**config.mk**
```make
export PLATFORM = sky130hd
export DESIGN_NAME = pc_fetch_sequencer
export DESIGN_NICKNAME = d
export VERILOG_FILES = /design/src/rtl/pc_fetch_sequencer.sv
export SDC_FILE = /design/constraint.sdc
export NUM_CORES = 1
export LEC_CHECK = 0
export ABC_CLOCK_PERIOD_IN_PS = 9460
export CORE_ASPECT_RATIO = 0.7
export CORE_MARGIN = 2
export CORE_UTILIZATION = 47
export DETAILED_ROUTE_END_ITERATION = 12
export GPL_TIMING_DRIVEN = 1
export PLACE_DENSITY = 0.88
export REMOVE_ABC_BUFFERS = 1
export SETUP_SLACK_MARGIN = 0.15
export SLEW_MARGIN = 0
export SYNTH_ARGS = -nofsm -noshare
export SYNTH_HDL_FRONTEND = slang
export SYNTH_SLANG_ARGS = --single-unit
```
**constraint.sdc**
```tcl
create_clock -name clk -period 9.46 [get_ports clk]
set_clock_uncertainty 0.2 [all_clocks]
set_input_delay 1.892 -clock clk [delete_from_list [all_inputs] [get_ports clk]]
set_output_delay 1.892 -clock clk [all_outputs]
set_load 0.005 [all_outputs]
```
**src/rtl/pc_fetch_sequencer.sv**
```systemverilog
// Multi-cycle MIPS program-counter owner: fetches one instruction, waits for execute, then picks the next PC.
// Optional alignment fault redirect is enabled by defining PC_ALIGN_CHECK_EN.
module pc_fetch_sequencer #(
    parameter logic [31:0] RESET_PC   = 32'h0040_0000,
    parameter logic [31:0] EXC_VECTOR = 32'h0040_0004
) (
    input  logic        clk,
    input  logic        rst_n,
    output logic        imem_req,
    output logic [31:0] imem_addr,
    input  logic        imem_ack,
    input  logic [31:0] imem_rdata,
    output logic [31:0] ir,
    output logic        ir_valid,
    input  logic        exec_done,
    input  logic [1:0]  next_sel,
    input  logic [31:0] branch_off,
    input  logic [25:0] jump_index,
    input  logic [31:0] epc,
    input  logic        halt,
    output logic [31:0] pc,
    output logic [31:0] pc_plus4,
    output logic        halted,
    output logic        fault
);

    typedef enum logic [1:0] {
        S_FETCH,
        S_EXEC,
        S_HALT
    } state_t;

    state_t      state_q;
    logic [31:0] pc_q;
    logic [31:0] pc_d;
    logic [31:0] ir_q;
    logic [31:0] next_pc;
    logic        imem_req_q;
    logic        ir_valid_q;
    logic        halted_q;

    assign pc_plus4 = pc_q + 32'd4;

    always_comb begin
        next_pc = pc_plus4;
        unique case (next_sel)
            2'b00: next_pc = pc_plus4;
            2'b01: next_pc = pc_plus4 + branch_off;
            2'b10: next_pc = {pc_plus4[31:28], jump_index, 2'b00};
            2'b11: next_pc = epc;
        endcase
    end

`ifdef PC_ALIGN_CHECK_EN
    logic misaligned;
    logic fault_q;

    assign misaligned = (next_pc[1:0] != 2'b00);
    assign pc_d       = misaligned ? EXC_VECTOR : next_pc;
    assign fault      = fault_q;

    always_ff @(posedge clk or negedge rst_n) begin
        if (!rst_n) begin
            fault_q <= 1'b0;
        end else begin
            fault_q <= (state_q == S_EXEC) && exec_done && misaligned;
        end
    end
`else
    logic [31:0] unused_exc_vector;

    assign unused_exc_vector = EXC_VECTOR;
    assign pc_d              = next_pc;
    assign fault             = 1'b0;
`endif

    always_ff @(posedge clk or negedge rst_n) begin
        if (!rst_n) begin
            state_q    <= S_FETCH;
            pc_q       <= RESET_PC;
            ir_q       <= '0;
            imem_req_q <= 1'b0;
            ir_valid_q <= 1'b0;
            halted_q   <= 1'b0;
        end else begin
            case (state_q)
                S_FETCH: begin
                    // Ack is only honoured once the request is visibly high, so a stale ack right after reset is dropped.
                    if (!imem_req_q) begin
                        imem_req_q <= 1'b1;
                    end else if (imem_ack) begin
                        ir_q       <= imem_rdata;
                        imem_req_q <= 1'b0;
                        ir_valid_q <= 1'b1;
                        state_q    <= S_EXEC;
                    end
                end
                S_EXEC: begin
                    if (exec_done) begin
                        pc_q       <= pc_d;
                        ir_valid_q <= 1'b0;
                        if (halt) begin
                            state_q  <= S_HALT;
                            halted_q <= 1'b1;
                        end else begin
                            state_q    <= S_FETCH;
                            imem_req_q <= 1'b1;
                        end
                    end
                end
                S_HALT: begin
                    imem_req_q <= 1'b0;
                    ir_valid_q <= 1'b0;
                    halted_q   <= 1'b1;
                end
                default: begin
                    state_q    <= S_FETCH;
                    imem_req_q <= 1'b0;
                    ir_valid_q <= 1'b0;
                end
            endcase
        end
    end

    assign imem_req  = imem_req_q;
    assign imem_addr = pc_q;
    assign pc        = pc_q;
    assign ir        = ir_q;
    assign ir_valid  = ir_valid_q;
    assign halted    = halted_q;

endmodule

```
==> GITHUB_STEP_SUMMARY <==
### Flow metrics

| Metric | Value |
|---|---|
| Status | `completed` |
| Placed instance area | `around 8400 µm²` |
| Worst reg2reg path depth | `14` |
| TritonCTS clock tree | `yes` |
| Crit path capture | `pc_plus4[30]` |
| P_clk | `0.392 mW` |
| Hold Path Origin | `halted$_DFFE_PN0P_` |
| PD cells | `approximately 310 nW/µm²` |
| Top Metal Used | `met4` |
| Top class by area | `multi-input combinational cells` |
| Layout cell share with drive strength beyond 1 | `0.0934` |
| OpenROAD warning count | `30` |
| And+or+nand+nor area frac | `0.171` |
| Vias in the first global route | `5868` |
| Chip Height | `roughly 100 µm` |
| DRT Pass-1 Iters | `5` |
| Sequential cell area | `1730 µm²` |
| Seq area share | `0.197` |
| Core area | `approximately 12000 µm²` |
| Top cells by count | `74 x nand2_1, 68 x dfrtp_1, 60 x a21oi_1, 42 x nor2_1, 36 x ha_1` |
| Synth Area in XOR/XNOR | `0.0789` |
| Metal3 WL | `1.87 mm` |
| Fin crit share | `0.565` |
| Crit-path max FO | `8` |
| Htree depth | `3` |
| Largest net degree at the start of global routing | `approximately 70` |
| Count of final hold-check violations | `0` |
| Ys flop type | `dfrtp_1` |
| Seq pwr share | `0.226` |
| First-pass GRT wire length | `31.9 mm` |
| IO buf count | `259` |
| RR Endpoint | `imem_addr[31]$_DFFE_PN0P_` |
| Unique masters post-synth | `68` |
| WP depth | `7` |
| RD Place Congestion | `roughly 0.94` |
| Least-Margin Pin Slew | `948 ps` |
| Fillers | `982` |
| Async SR Flop Fraction | `1.00` |
| Logic area | `approximately 3800 µm²` |
| ClkCell Share | `0.0385` |
Figure 1. Signal wires on met3.
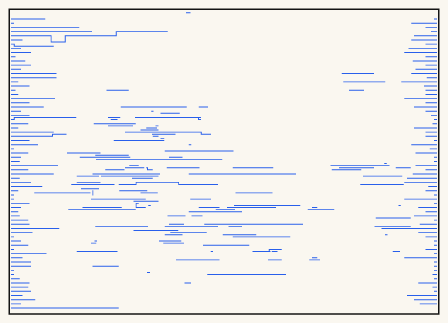
share of all routed wire: 9.1%
longest straight run: 40.7 µm
wire length on this layer: 1870 µm
nets with wire on the layer: 214
main direction: horizontal

Figure 2. Congestion heat map.
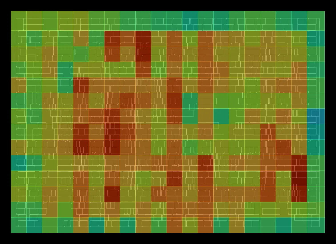
DR WL/cell: 19.5 µm
fin util: 0.707
met2 Use GR: 0.460
met3 Resource Use GR: 0.0651

Figure 3. Signal wires by layer.
Only two layers are drawn.
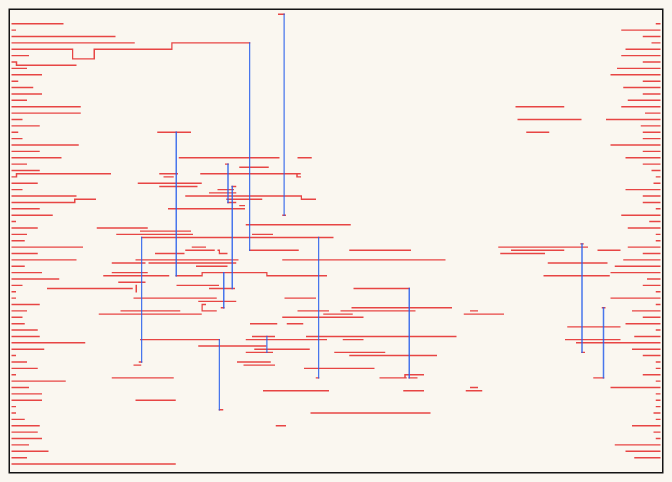
| colour | layer | wire length |
|---|---|---|
| blue | M4 | 287 µm |
| red | M3 | 1870 µm |

Figure 4. I/O pins on the die edge.
Pins as bars across the die edge, other pins in grey.
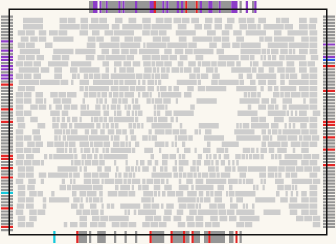
| colour | port | pins | direction | edge |
|---|---|---|---|---|
| cyan | next_sel | 2 | input | 1 bottom, 1 left |
| purple | ir | 32 | output | 22 top, 8 left, 2 right |
| blue | ir_valid | 1 | output | right |
| red | jump_index | 26 | input | 9 left, 7 right, 7 bottom, 3 top |

Power figures rest on the tool's default switching activity, not on a simulated workload.
